File: config.mk
export PLATFORM = sky130hd
export DESIGN_NAME = usb_rx_ctrl
export DESIGN_NICKNAME = d
export VERILOG_FILES = /design/src/rtl/usb_rx_pkg.sv /design/src/rtl/rx_bit_counter.sv /design/src/rtl/usb_rx_ctrl.sv
export SDC_FILE = /design/constraint.sdc
export NUM_CORES = 1
export LEC_CHECK = 0
export CAP_MARGIN = 20
export CORE_ASPECT_RATIO = 0.5
export CORE_MARGIN = 4
export CORE_UTILIZATION = 43
export CTS_CLUSTER_DIAMETER = 150
export DETAILED_ROUTE_END_ITERATION = 10
export GPL_TIMING_DRIVEN = 0
export PLACE_DENSITY = 0.69
export SETUP_SLACK_MARGIN = 0.1
export SYNTH_ARGS = -nofsm -noshare
export SYNTH_HDL_FRONTEND = slang
export SYNTH_SLANG_ARGS = --single-unit
export TNS_END_PERCENT = 20
File: constraint.sdc
create_clock -name clk -period 5 [get_ports clk]
set_input_delay 0.5 -clock clk [delete_from_list [all_inputs] [get_ports clk]]
set_output_delay 0.5 -clock clk [all_outputs]
set_load 0.005 [all_outputs]
File: src/rtl/usb_rx_pkg.sv
// usb_rx_pkg: shared types and constants for the USB receive controller.
// Holds the controller state enum, the SYNC pattern, the per-packet data
// byte limit and a PID integrity helper. The helper is only called when
// USB_RX_PID_CHECK_EN is defined.
package usb_rx_pkg;

    localparam int unsigned BYTE_W    = 8;
    localparam int unsigned PID_W     = 4;
    localparam int unsigned COUNT_W   = 7;
    localparam int unsigned BIT_CNT_W = 3;

    localparam logic [BYTE_W-1:0]  SYNC_BYTE = 8'h80;
    localparam logic [COUNT_W-1:0] MAX_BYTES = 7'd66;

    typedef enum logic [3:0] {
        IDLE,
        RECV_SYNC,
        CHK_SYNC,
        RECV_PID,
        CHK_PID,
        RECV_DATA,
        WRITE,
        EOP_WAIT,
        ERR_EOP,
        ERR_IDLE
    } rx_state_t;

    // A PID byte carries its 4-bit code in [3:0] and the one's complement in [7:4]
    function automatic logic pid_is_valid(input logic [BYTE_W-1:0] pid_byte);
        return pid_byte[BYTE_W-1:PID_W] == ~pid_byte[PID_W-1:0];
    endfunction

endpackage

File: src/rtl/rx_bit_counter.sv
// rx_bit_counter: counts sampled bits within the current byte.
// Ports:
//   clk, n_rst    clock, asynchronous active-low reset
//   clear         hold the count (and byte_done) at zero
//   count_enable  bit-sample strobe
//   bit_count     bits of the current byte already sampled
//   byte_done     high for the cycle after the eighth strobe of a byte
module rx_bit_counter
    import usb_rx_pkg::*;
(
    input  logic                 clk,
    input  logic                 n_rst,
    input  logic                 clear,
    input  logic                 count_enable,
    output logic [BIT_CNT_W-1:0] bit_count,
    output logic                 byte_done
);

    localparam logic [BIT_CNT_W-1:0] LAST_BIT = '1;

    // Wrapping bit counter; byte_done flags the 7->0 wrap one cycle later
    always_ff @(posedge clk or negedge n_rst) begin
        if (!n_rst) begin
            bit_count <= '0;
            byte_done <= 1'b0;
        end else if (clear) begin
            bit_count <= '0;
            byte_done <= 1'b0;
        end else begin
            byte_done <= count_enable && (bit_count == LAST_BIT);
            if (count_enable) begin
                bit_count <= bit_count + BIT_CNT_W'(1);
            end
        end
    end

endmodule

File: src/rtl/usb_rx_ctrl.sv
// usb_rx_ctrl: USB packet receive controller.
// Tracks SYNC, PID and data bytes from the decoder/shift register, strobes
// completed data bytes into the RX FIFO and flags receive errors.
// Ports:
//   clk, n_rst    clock, asynchronous active-low reset
//   d_edge        line transition pulse
//   eop           end-of-packet line state (qualified by shift_enable)
//   shift_enable  bit-sample strobe
//   rcv_data      assembled byte, valid the cycle after byte_done
//   rcving        packet in progress
//   w_enable      FIFO write strobe
//   r_error       sticky receive error
//   rx_pid        PID of the current packet, pid_valid strobes on load
//   rx_done       error-free packet completion strobe
//   byte_count    data bytes written in the current packet
// Build option: define USB_RX_PID_CHECK_EN to reject PIDs whose upper
// nibble is not the complement of the lower nibble.
module usb_rx_ctrl
    import usb_rx_pkg::*;
(
    input  logic               clk,
    input  logic               n_rst,
    input  logic               d_edge,
    input  logic               eop,
    input  logic               shift_enable,
    input  logic [BYTE_W-1:0]  rcv_data,
    output logic               rcving,
    output logic               w_enable,
    output logic               r_error,
    output logic [PID_W-1:0]   rx_pid,
    output logic               pid_valid,
    output logic               rx_done,
    output logic [COUNT_W-1:0] byte_count
);

    rx_state_t            state;
    rx_state_t            state_next;
    logic [BIT_CNT_W-1:0] bit_count;
    logic                 byte_done;
    logic                 cnt_clear;
    logic                 sampled_eop;

    logic                 rcving_next;
    logic                 w_enable_next;
    logic                 r_error_next;
    logic [PID_W-1:0]     rx_pid_next;
    logic                 pid_valid_next;
    logic                 rx_done_next;
    logic [COUNT_W-1:0]   byte_count_next;

    // Bits are only counted while a byte is being shifted in
    assign cnt_clear   = !((state == RECV_SYNC) || (state == RECV_PID) || (state == RECV_DATA));
    assign sampled_eop = shift_enable && eop;

    rx_bit_counter u_bit_counter (
        .clk          (clk),
        .n_rst        (n_rst),
        .clear        (cnt_clear),
        .count_enable (shift_enable),
        .bit_count    (bit_count),
        .byte_done    (byte_done)
    );

    // State register and registered outputs
    always_ff @(posedge clk or negedge n_rst) begin
        if (!n_rst) begin
            state      <= IDLE;
            rcving     <= 1'b0;
            w_enable   <= 1'b0;
            r_error    <= 1'b0;
            rx_pid     <= '0;
            pid_valid  <= 1'b0;
            rx_done    <= 1'b0;
            byte_count <= '0;
        end else begin
            state      <= state_next;
            rcving     <= rcving_next;
            w_enable   <= w_enable_next;
            r_error    <= r_error_next;
            rx_pid     <= rx_pid_next;
            pid_valid  <= pid_valid_next;
            rx_done    <= rx_done_next;
            byte_count <= byte_count_next;
        end
    end

    // Next-state and next-output decode
    always_comb begin
        state_next      = state;
        w_enable_next   = 1'b0;
        pid_valid_next  = 1'b0;
        rx_done_next    = 1'b0;
        r_error_next    = r_error;
        rx_pid_next     = rx_pid;
        byte_count_next = byte_count;

        case (state)
            IDLE, ERR_IDLE: begin
                if (d_edge) begin
                    state_next      = RECV_SYNC;
                    r_error_next    = 1'b0;
                    byte_count_next = '0;
                end
            end
            RECV_SYNC, RECV_PID: begin
                // byte_done outranks a coincident EOP sample
                if (byte_done) begin
                    state_next = (state == RECV_SYNC) ? CHK_SYNC : CHK_PID;
                end else if (sampled_eop) begin
                    r_error_next = 1'b1;
                    state_next   = ERR_IDLE;
                end
            end
            CHK_SYNC: begin
                if (rcv_data == SYNC_BYTE) begin
                    state_next = RECV_PID;
                end else begin
                    r_error_next = 1'b1;
                    state_next   = ERR_EOP;
                end
            end
            CHK_PID: begin
`ifdef USB_RX_PID_CHECK_EN
                if (pid_is_valid(rcv_data)) begin
                    rx_pid_next    = rcv_data[PID_W-1:0];
                    pid_valid_next = 1'b1;
                    state_next     = RECV_DATA;
                end else begin
                    r_error_next = 1'b1;
                    state_next   = ERR_EOP;
                end
`else
                rx_pid_next    = rcv_data[PID_W-1:0];
                pid_valid_next = 1'b1;
                state_next     = RECV_DATA;
`endif
            end
            RECV_DATA: begin
                // EOP is only legal on a byte boundary
                if (byte_done) begin
                    state_next = WRITE;
                end else if (sampled_eop) begin
                    if (bit_count == '0) begin
                        state_next = EOP_WAIT;
                    end else begin
                        r_error_next = 1'b1;
                        state_next   = ERR_IDLE;
                    end
                end
            end
            WRITE: begin
                if (byte_count == MAX_BYTES) begin
                    r_error_next = 1'b1;
                    state_next   = ERR_EOP;
                end else begin
                    w_enable_next   = 1'b1;
                    byte_count_next = byte_count + COUNT_W'(1);
                    state_next      = RECV_DATA;
                end
            end
            EOP_WAIT: begin
                if (d_edge) begin
                    rx_done_next = 1'b1;
                    state_next   = IDLE;
                end
            end
            ERR_EOP: begin
                if (sampled_eop) begin
                    state_next = ERR_IDLE;
                end
            end
            default: begin
                state_next = IDLE;
            end
        endcase

        rcving_next = !((state_next == IDLE) || (state_next == ERR_IDLE));
    end

endmodule

Fig. 1: run 1, clock routing
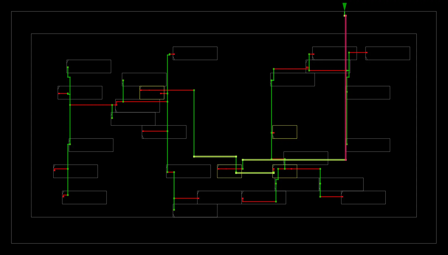
count of flip-flops and latches: 24
setup clock skew after layout: 0.00243 ns
later-pin clock latency in the skew report: 0.26 ns
clock buffer count in the final layout: 4

Fig. 2: run 1, placement by cell class
Scale bar: 20 um. Fill, decap, tap and diode cells in grey.
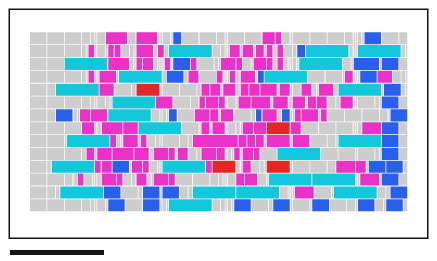
| class | colour | cells |
|---|---|---|
| remaining buffers and delay cells | blue | 34 |
| registers | cyan | 24 |
| remaining logic cells | magenta | 110 |
| clock drivers and dummy loads | red | 4 |

==> results.rst, run 1 <==
Metrics
=======

.. list-table::
   :header-rows: 1

   * - Metric
     - Value
   * - Initial antenna violation count
     - 0
   * - Total instance count after detailed placement
     - 207
   * - Run status
     - completed
   * - Routed vias/inst
     - between 5 and 6
   * - Internal cell power
     - 0.385 mW
   * - Reg power frac
     - 0.416
   * - Critical hold path startpoint
     - shift_enable
   * - Flip-flop and latch share of the layout cell area
     - 0.338
   * - Number of H-tree levels
     - 1
   * - Finish-stage setup viols
     - 0
   * - Capture point of the critical path
     - state[3]
   * - Well tap count
     - roughly 40
   * - Net count of the finished layout
     - approximately 190
   * - Min-Delay Path Depth
     - 3
   * - Die width
     - 88.3 um
   * - Leakage Power
     - 0.789 nW
   * - Crit Reg-Reg Startpoint
     - byte_count[0]
   * - Register-to-register setup slack
     - 3.06 ns
   * - Synthesized net count
     - 158
   * - CP Buf/Inv Count
     - 1
   * - Portion of synthesized cell area occupied by the leading cell type
     - 0.433
   * - Critical path peak fanout
     - 3
   * - Vias in the first global route
     - 1055
   * - Synthesized area divided by synthesized cell count
     - around 9.9 um^2
   * - CP max stage cell
     - sky130_fd_sc_hd__clkdlybuf4s50_1
   * - Area of the multi-input gates
     - 739 um^2
   * - Flops & latches, synth
     - 24
   * - Final critical-path setup slack
     - 2.93 ns
   * - Clock slew at reported path FFs
     - 0.08 ns
   * - Highest clock rate
     - 482 MHz
   * - Startpoint kind of the worst setup timing path
     - input pin
   * - Area after detailed placement
     - between 1500 and 2000 um^2
   * - Worst Path Class, Setup
     - input pin to register
   * - DRC marker count from the first detailed-route iteration
     - 101
   * - Antenna Diode Count
     - 0
   * - Final Critical Period
     - 2.07 ns
   * - Number of remaining DRC errors
     - 0
   * - Root Driver
     - sky130_fd_sc_hd__clkbuf_8
   * - Dominant logic cell types in the final layout
     - sky130_fd_sc_hd__clkdlybuf4s50_1 (27), sky130_fd_sc_hd__dfrtp_1 (24), sky130_fd_sc_hd__nor2_1 (17), sky130_fd_sc_hd__nand2_1 (9), sky130_fd_sc_hd__o21ai_0 (6)
   * - Depth of the worst register-to-register path
     - 7
   * - Total of warnings raised by yosys
     - 0
   * - Number of different library cells in the post-synthesis netlist
     - roughly 41
   * - Max power group
     - sequential cells
   * - Number of cell rows
     - 14
   * - Primary flip-flop cell chosen by synthesis mapping
     - sky130_fd_sc_hd__dfrtp_1
   * - Portion of the layout cell area used by clock cells
     - 0.0310
   * - Most frequent logic cell in the layout
     - sky130_fd_sc_hd__clkdlybuf4s50_1
   * - Cell types with the highest counts after synthesis
     - sky130_fd_sc_hd__dfrtp_1 (24), sky130_fd_sc_hd__nor2_1 (17), sky130_fd_sc_hd__nand2_1 (9)
   * - Global-route wire length before repair
     - just over 5000 um
   * - Logic depth of the worst path, buffers included
     - 5
   * - P per Cell Area
     - 322 nW/um^2
   * - Post-route clock period utilization
     - 0.415
   * - Tally of OpenROAD warnings
     - 28
   * - Worst reg2reg path endpoint
     - byte_count[6]
   * - Chip area
     - 4250 um^2
   * - Drt wl/cell
     - about 14 um
   * - Power in combinational cells
     - 0.204 mW
   * - Total power after layout
     - between 0.5 and 0.6 mW
   * - Most repeated cell in the gate-level netlist after synthesis
     - sky130_fd_sc_hd__dfrtp_1
   * - Inverters, non-clock
     - 5
   * - Overall Global Routing Usage
     - 0.159
   * - Share of cells above drive strength 1
     - 0.0988
   * - Largest area class, layout
     - combinational gates
   * - Yosys cell count
     - 140
   * - WHS Endpoint
     - u_bit_counter.byte_done
   * - Sw Ratio
     - 0.327
   * - Cts bufs inserted
     - 3
   * - Signal buffers share of area
     - 0.176
   * - Residual overflow from global routing
     - 0
   * - Io pins
     - 29
   * - Largest net degree at the start of global routing
     - 25
   * - Buffer levels on the longest clock path
     - 2
   * - Number of buffers inserted by port buffering
     - 27
   * - Worst Hold Margin
     - 0.509 ns
   * - Weighted congestion at the end of routability-driven global placement
     - 0.883
   * - Setup TNS
     - 0 ns
   * - Arr. time, crit path
     - 2.22 ns
   * - Seq pwr
     - about 0.24 mW
   * - Cell Area, Synth
     - 1390 um^2
   * - HPWL Detailed
     - 2250 um
Fig. 3: run 1, M2 wires
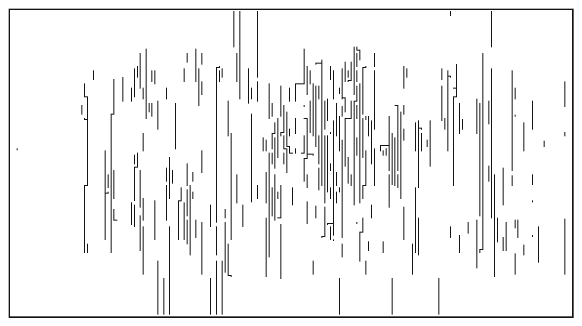
longest straight run: 30.8 um
main direction: vertical
nets with wire on the layer: 161
share of all routed wire: 44%
wire length on this layer: 1300 um
detailed-route wire length: 2980 um
detailed-route via count: 1151
met2 usage in global routing: 0.251

run 1: flip-flops by register name, indices dropped and copies added (netlist names):
signal and count:
pid_valid 1, rx_pid 4, state 4, u_bit_counter.byte_done 1, u_bit_counter.bit_count 3, r_error 1, w_enable 1, rx_done 1
rcving 1, byte_count 7
run 1: cell families after synthesis:
| logic type | Yosys count | synth area share |
|---|---|---|
| buffers and inverters | 11 | 0.0334 |
| AND-OR/OR-AND | 24 | 0.140 |
| adder cells (fa/ha/maj) | 5 | 0.0451 |
| AND/OR/NAND/NOR | 63 | 0.256 |
| flip-flops | 24 | 0.433 |
| XOR/XNOR | 6 | 0.0379 |
| multiplexers | 7 | 0.0542 |
run 1: metal layers:
metal	wire length (um)	global-route usage
met5	0	0
met4	53	0.0572
met3	157	0.0422
met1	1470	0.216
met2	1300	0.251
==> inputs of run 2 (changes only) <==
Clock period 5 ns to 2.15 ns, I/O delays scaled along.
Fig. 4: run 2, clock routing
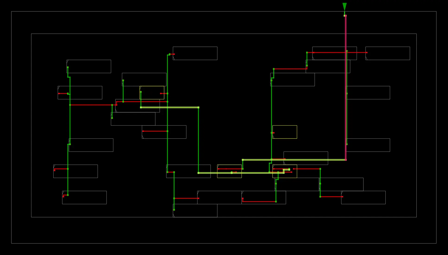
cts bufs inserted: 3
setup clock skew after layout: 0.00169 ns

==> run 2 against run 1 <==
Critical path depth up 2. Non-clock buffer count up 4. Combinational power up 130%. Die area unchanged. Clock power up 130%. Sequential share of layout area down 0.56 points. Design area up 1.7%. Largest cell class unchanged. Flip-flop count unchanged. Via count up 1.6%. Routed wire length up 1.5%. Hold slack worse by 0.29 ns.
==> results.rst, run 2 <==
Metrics
=======

.. list-table::
   :header-rows: 1

   * - Metric
     - Value
   * - Largest area class, layout
     - combinational gates
   * - Number of remaining DRC errors
     - 0 (unchanged)
   * - Drt wl/cell
     - 14.0 um (-0.37%)
   * - Run status
     - completed
   * - Yosys cell count
     - 140 (unchanged)
   * - Total length of routed met3 wires
     - 173 um (+10%)
   * - Count of flip-flops and latches
     - 24 (unchanged)
   * - Area of the multi-input gates
     - 739 um^2 (unchanged)
   * - Final cell count without fillers
     - 216
   * - Register with the most flip-flops
     - byte_count
   * - Number of cell rows
     - 14 (unchanged)
   * - Overall Global Routing Usage
     - 0.159 (unchanged)
   * - Global-route wire length before repair
     - 5090 um (unchanged)
   * - Main combinational cell family by area after synthesis
     - simple AND/OR/NAND/NOR gates
   * - Detailed-route wire length
     - 3030 um (+1.5%)
   * - Arr. time, crit path
     - 2.03 ns (-0.19 ns)
   * - Clock buffer count in the final layout
     - 4 (unchanged)
   * - Initial antenna violation count
     - 0 (unchanged)
   * - Routed vias/inst
     - 5.41 (-0.32%)
   * - CTS tree
     - built
   * - Tally of OpenROAD warnings
     - 29 (+3.6%)
   * - Dominant logic cell types in the final layout
     - sky130_fd_sc_hd__clkdlybuf4s50_1 (27), sky130_fd_sc_hd__dfrtp_1 (24), sky130_fd_sc_hd__nor2_1 (17), sky130_fd_sc_hd__nand2_1 (9), sky130_fd_sc_hd__o21ai_0 (6)
   * - Routed metal-1 wirelength
     - 1490 um (+1.1%)
   * - Share of cells above drive strength 1
     - 0.119 (+0.0205)
   * - Buffer levels on the longest clock path
     - 2 (unchanged)
   * - Clock slew at reported path FFs
     - 0.08 ns (about the same)
   * - Critical path peak fanout
     - 5 (+2)
   * - Number of detailed-route iterations in the first pass
     - 4
   * - Portion of the layout cell area used by clock cells
     - 0.0305 (-0.000515)
   * - Cell-by-cell listing of the critical path
     - inv_1, ha_1, and2_1, nand3_1, o21ai_0, nor3b_1, nand3b_1
   * - Final Critical Period
     - 1.88 ns
   * - Portion of synthesized cell area occupied by the leading cell type
     - 0.433 (unchanged)
   * - Number of buffers inserted by port buffering
     - 27 (unchanged)
   * - Later-pin clock latency in the skew report
     - 0.27 ns (about the same)
   * - Flip-flop and latch share of the layout cell area
     - 0.332 (-0.00562)
   * - Worst Hold Margin
     - 0.222 ns (-0.287 ns)
   * - Synthesized area divided by synthesized cell count
     - 9.90 um^2 (unchanged)
   * - Most repeated cell in the gate-level netlist after synthesis
     - sky130_fd_sc_hd__dfrtp_1
   * - Number of different library cells in the post-synthesis netlist
     - 41 (unchanged)
   * - DRC marker count from the first detailed-route iteration
     - 84 (-17%)
   * - Met1 track demand over resource
     - 0.216 (unchanged)
   * - Startpoint kind of the worst setup timing path
     - register
   * - Highest Signal Layer
     - met4
   * - P per Cell Area
     - 737 nW/um^2 (+130%)
   * - Die width
     - 88.3 um (unchanged)
   * - Worst Path Class, Setup
     - register to register
   * - Met2 WL post-DR
     - 1310 um (+0.92%)
   * - Vias in the first global route
     - 1055 (unchanged)
   * - Yosys adder share
     - 0.0451 (unchanged)
   * - Cell Area, Synth
     - 1390 um^2 (unchanged)
   * - Chip area
     - 4250 um^2 (unchanged)
   * - Global routing met3 resource utilization
     - 0.0422 (unchanged)
   * - Setup TNS
     - 0 ns (unchanged)
   * - Finish-stage setup viols
     - 0 (unchanged)
   * - CP Buf/Inv Count
     - 1 (unchanged)
   * - Flip-flop count of the largest register, all copies and words added
     - 7 (unchanged)
   * - Total power after layout
     - 1.33 mW (+130%)
   * - XOR/XNOR Area Share
     - 0.0379 (unchanged)
   * - Residual overflow from global routing
     - 0 (unchanged)
   * - Top Registers
     - byte_count: 7 flops, rx_pid: 4 flops, state: 4 flops
   * - Highest clock rate
     - 531 MHz
   * - Well tap count
     - 40 (unchanged)
   * - Met2 usage in global routing
     - 0.251 (unchanged)
   * - HPWL Detailed
     - 2250 um (unchanged)
   * - Weighted congestion at the end of routability-driven global placement
     - 0.883 (unchanged)
   * - Net count of the finished layout
     - 195 (+2.1%)
   * - Antenna Diode Count
     - 0 (unchanged)
   * - Post-synthesis mux area share
     - 0.0542 (unchanged)
   * - Io pins
     - 29 (unchanged)
   * - Total of warnings raised by yosys
     - 0 (unchanged)
   * - Primary flip-flop cell chosen by synthesis mapping
     - sky130_fd_sc_hd__dfrtp_1
   * - Simple share
     - 0.256 (unchanged)
   * - Flops & latches, synth
     - 24 (unchanged)
   * - Most frequent logic cell in the layout
     - sky130_fd_sc_hd__clkdlybuf4s50_1
   * - Synthesized net count
     - 158 (unchanged)
   * - Detailed-route via count
     - 1169 (+1.6%)
   * - GRT Max-Usage Layer
     - met2
   * - Root Driver
     - sky130_fd_sc_hd__clkbuf_8
   * - Number of H-tree levels
     - 1 (unchanged)
   * - Complex-gate fraction of the synthesized area
     - 0.140 (unchanged)
   * - Area after detailed placement
     - 1710 um^2 (unchanged)
   * - Total instance count after detailed placement
     - 207 (unchanged)
   * - Final critical-path setup slack
     - 0.267 ns (-2.66 ns)
   * - Post-route clock period utilization
     - 0.876
   * - Required @ worst endpoint
     - 2.30 ns
   * - Area of the placeable core
     - 3050 um^2
   * - CP max stage cell
     - sky130_fd_sc_hd__dfrtp_1
[run 2: cell counts after synthesis]
No cell type changed its count.
[run 2: worst paths after layout]
path | depth (start not counted) | slack, ns | from | endpoint
hold / removal | 3 | 0.22 | shift_enable | u_bit_counter.byte_done
hold reg to reg | 1 | 0.51 | r_error | r_error
min in group asynchronous | 1 | 0.32 | n_rst | pid_valid
setup / recovery | 7 | 0.27 | byte_count[0] | rcving
setup reg to reg | 7 | 0.27 | byte_count[0] | rcving
max in group asynchronous | 2 | 1.33 | n_rst | byte_count[5]
[run 2: power breakdown]
group / switching, mW / internal (mW) / total, mW / leakage (nW)
Sequential: 0.0493 / 0.505 / 0.555 / 0.325
Combinational: 0.248 / 0.226 / 0.474 / 0.458
Clock: 0.139 / 0.164 / 0.302 / 0.0288
Total: 0.436 / 0.895 / 1.33 / 0.811
==> inputs of run 3 (changes only) <==
Settings changed: CAP_MARGIN 20 to 5, TNS_END_PERCENT 20 to not set.
Fig. 5: run 3, clock routing
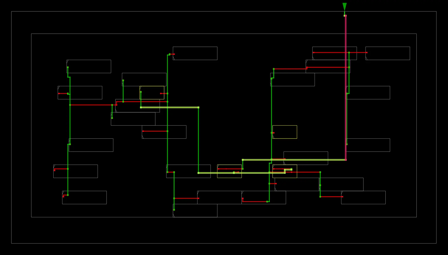
power attributed to the clock group: 0.303 mW
number of sinks on the clock net: 24

==> run 3 against run 2 <==
Routed wire length decreased by 0.86%. Design area down 0.83%. Synthesized cell count unchanged. Hold slack is essentially flat. Combinational power decreased by 0.8%. Register-to-register slack hardly changed. Critical path depth did not move. Via count barely moved. Clock skew about the same. Flip-flop count is the same. Die area did not move. Synthesized area did not move.
==> results.rst, run 3 <==
Metrics
=======

.. list-table::
   :header-rows: 1

   * - Metric
     - Value
   * - Run status
     - completed
   * - Final critical-path setup slack
     - 0.266 ns (-0.000671 ns)
   * - Dominant logic cell types in the final layout
     - sky130_fd_sc_hd__clkdlybuf4s50_1 (27), sky130_fd_sc_hd__dfrtp_1 (24), sky130_fd_sc_hd__nor2_1 (17), sky130_fd_sc_hd__nand2_1 (9), sky130_fd_sc_hd__o21ai_0 (6)
   * - Weighted congestion at the end of routability-driven global placement
     - 0.883 (unchanged)
   * - Most repeated cell in the gate-level netlist after synthesis
     - sky130_fd_sc_hd__dfrtp_1
   * - Power in combinational cells
     - 0.470 mW (-0.8%)
   * - Combined flip-flop and latch cell area
     - 601 um^2
   * - Routed vias/inst
     - 5.44 (+0.55%)
   * - P per Cell Area
     - 740 nW/um^2 (+0.51%)
   * - Tightest Hold Check Type
     - input pin to register
   * - Crit Reg-Reg Startpoint
     - byte_count[0]
   * - Final cell count without fillers
     - 215 (-0.46%)
   * - Die width
     - 88.3 um (unchanged)
   * - Clk pwr share
     - 0.228 (about the same)
   * - Unrepaired setup endpoints after global routing
     - true
   * - Flip-flop count of the largest register, all copies and words added
     - 7 (unchanged)
   * - Routed metal-1 wirelength
     - 1450 um (-2.6%)
   * - Drt wl/cell
     - 14.0 um (-0.40%)
   * - Met2 WL post-DR
     - 1310 um (-0.23%)
   * - Number of detailed-route iterations in the first pass
     - 4 (unchanged)
   * - Net switching power figure
     - 0.434 mW (-0.42%)
   * - CTS tree
     - built
   * - CP Buf/Inv Count
     - 1 (unchanged)
   * - Global routing met3 resource utilization
     - 0.0422 (unchanged)
   * - Highest Signal Layer
     - met4
   * - Overall Global Routing Usage
     - 0.159 (unchanged)
   * - Number of buffers inserted by port buffering
     - 27 (unchanged)
   * - Detailed-route via count
     - 1170 (+0.086%)
   * - Leakage Power
     - 0.804 nW
   * - Highest clock rate
     - 531 MHz (about the same)
   * - Buffer levels on the longest clock path
     - 2 (unchanged)
   * - Met1 track demand over resource
     - 0.216 (unchanged)
   * - Area of the multi-input gates
     - 739 um^2 (unchanged)
   * - Antenna Diode Count
     - 0 (unchanged)
   * - Critical path peak fanout
     - 5 (unchanged)
   * - Number of flops mapped to enable cells by yosys
     - 0
   * - Number of cell rows
     - 14 (unchanged)
   * - Clock slew at reported path FFs
     - 0.08 ns (about the same)
   * - Startpoint of the worst setup timing path
     - byte_count[0]
   * - Cell types with the highest counts after synthesis
     - sky130_fd_sc_hd__dfrtp_1 (24), sky130_fd_sc_hd__nor2_1 (17), sky130_fd_sc_hd__nand2_1 (9)
   * - Synthesized net count
     - 158 (unchanged)
   * - Chip area
     - 4250 um^2 (unchanged)
   * - Number of H-tree levels
     - 1 (unchanged)
   * - Remaining max-slew budget at the tightest pin
     - 0.279
   * - Initial antenna violation count
     - 0 (unchanged)
   * - Later-pin clock latency in the skew report
     - 0.27 ns (about the same)
   * - Setup TNS
     - 0 ns (unchanged)
   * - Primary flip-flop cell chosen by synthesis mapping
     - sky130_fd_sc_hd__dfrtp_1
   * - Net count of the finished layout
     - 194 (-0.51%)
   * - Share of cells above drive strength 1
     - 0.114 (-0.00503)
   * - Synthesized area divided by synthesized cell count
     - 9.90 um^2 (unchanged)
   * - Min-Delay Path Depth
     - 3 (unchanged)
   * - Final design instance area without fill
     - 1790 um^2
   * - Yosys cell count
     - 140 (unchanged)
   * - Layout-stage area growth over the synthesis result
     - 29.2%
   * - Post-CTS Setup Bufs
     - 0
   * - Initial Utilization
     - 0.455
   * - Flops & latches, synth
     - 24 (unchanged)
   * - Maximum cell stage delay along the critical path
     - 0.42 ns
   * - GRT Max-Usage Layer
     - met2
   * - Logic depth of the worst path, buffers included
     - 7 (unchanged)
   * - Tally of OpenROAD warnings
     - 29 (unchanged)
   * - Worst Hold Margin
     - 0.222 ns (-0.000117 ns)
   * - Total length of routed met3 wires
     - 189 um (+9.2%)
   * - Startpoint kind of the worst setup timing path
     - register
   * - Arr. time, crit path
     - 2.03 ns (about the same)
   * - Residual overflow from global routing
     - 0 (unchanged)
   * - Finish-stage setup viols
     - 0 (unchanged)
   * - Register-to-register setup slack
     - 0.27 ns (about the same)
   * - Comb pwr share
     - 0.354 (-0.002)
   * - Critical hold path startpoint
     - shift_enable
   * - Cts bufs inserted
     - 3 (unchanged)
   * - Area of the placeable core
     - 3050 um^2 (unchanged)
   * - Synthesized instance count
     - around 140
   * - Final Critical Period
     - 1.88 ns (+0.000671 ns)
   * - Most frequent logic cell in the layout
     - sky130_fd_sc_hd__clkdlybuf4s50_1
   * - Total power after layout
     - 1.33 mW (-0.33%)
   * - Io pins
     - 29 (unchanged)
   * - Cell Area, Synth
     - 1390 um^2 (unchanged)
   * - Cell resize tally after clock tree synthesis
     - 0
   * - Main area contributors
     - sky130_fd_sc_hd__dfrtp_1 (43%), sky130_fd_sc_hd__nor2_1 (4.6%), sky130_fd_sc_hd__ha_1 (4.5%)
   * - Number of remaining DRC errors
     - 0 (unchanged)
   * - Top Registers
     - byte_count: 7 flops, rx_pid: 4 flops, state: 4 flops
   * - DRC marker count from the first detailed-route iteration
     - 104 (+24%)
   * - Required @ worst endpoint
     - 2.30 ns (about the same)
   * - Worst setup slack after placement
     - 0.0832 ns
   * - Seq pwr
     - 0.553 mW (about the same)
   * - Detailed-route wire length
     - 3000 um (-0.86%)
   * - Top Family by Delay on Critical Path
     - simple AND/OR/NAND/NOR gates
   * - Post-route clock period utilization
     - 0.876 (about the same)
   * - Capture point of the critical path
     - rcving
   * - CP max stage cell
     - sky130_fd_sc_hd__dfrtp_1
   * - Register with the most flip-flops
     - byte_count
   * - WHS Endpoint
     - u_bit_counter.byte_done
   * - Filler cell count
     - around 270
   * - Depth of the worst register-to-register path
     - 7 (unchanged)
   * - Cell type with the largest total area after synthesis
     - sky130_fd_sc_hd__dfrtp_1
   * - Portion of synthesized cell area occupied by the leading cell type
     - 0.433 (unchanged)
   * - Setup clock skew after layout
     - 0.00210 ns (+0.000409 ns)
   * - Root Driver
     - sky130_fd_sc_hd__clkbuf_8
   * - Max power group
     - sequential cells
   * - Number of different library cells in the post-synthesis netlist
     - 41 (unchanged)
   * - Cell-by-cell listing of the critical path
     - inv_1, ha_1, and2_1, nand3_1, o21ai_0, nor3b_1, nand3b_1
   * - Internal cell power
     - 0.892 mW (-0.28%)
   * - Total instance count after detailed placement
     - 207 (unchanged)
   * - Global-route wire length before repair
     - 5090 um (unchanged)
   * - Vias in the first global route
     - 1055 (unchanged)
   * - Sw Ratio
     - 0.327 (about the same)
   * - Measured slew at the worst slew-check pin
     - approximately 1.1 ns
   * - Worst Path Class, Setup
     - register to register
   * - HPWL Detailed
     - 2250 um (unchanged)
   * - Reg power frac
     - 0.417 (about the same)
   * - Area after detailed placement
     - 1710 um^2 (unchanged)
   * - Met2 usage in global routing
     - 0.251 (unchanged)
   * - Finished Core Util
     - 0.588
   * - Total of warnings raised by yosys
     - 0 (unchanged)
   * - Max VDD drop
     - 0.359 mV
   * - Worst reg2reg path endpoint
     - rcving
run 3: cell count changes in the layout (fill, tap and decap cells not counted):
cell / change
sky130_fd_sc_hd__buf_8: -1
run 3: logic make-up after synthesis:
kind of cell / after synthesis / share of synthesized area
compound gates: 24 / 0.140
buf+inv: 11 / 0.0334
fa+ha+maj: 5 / 0.0451
xor+xnor: 6 / 0.0379
mux: 7 / 0.0542
simple gates: 63 / 0.256
flops: 24 / 0.433
run 3: cell type report:
type | instances | area share
repair buffers | 31 | 0.168
inverters | 5 | 0.0105
multi-input cells | 105 | 0.413
clock buffers | 4 | 0.0307
well taps | 40 | 0.0279
plain buffers | 6 | 0.0154
flip-flops and latches | 24 | 0.335
No activity file was given, so power comes from the tool's default toggle rates.
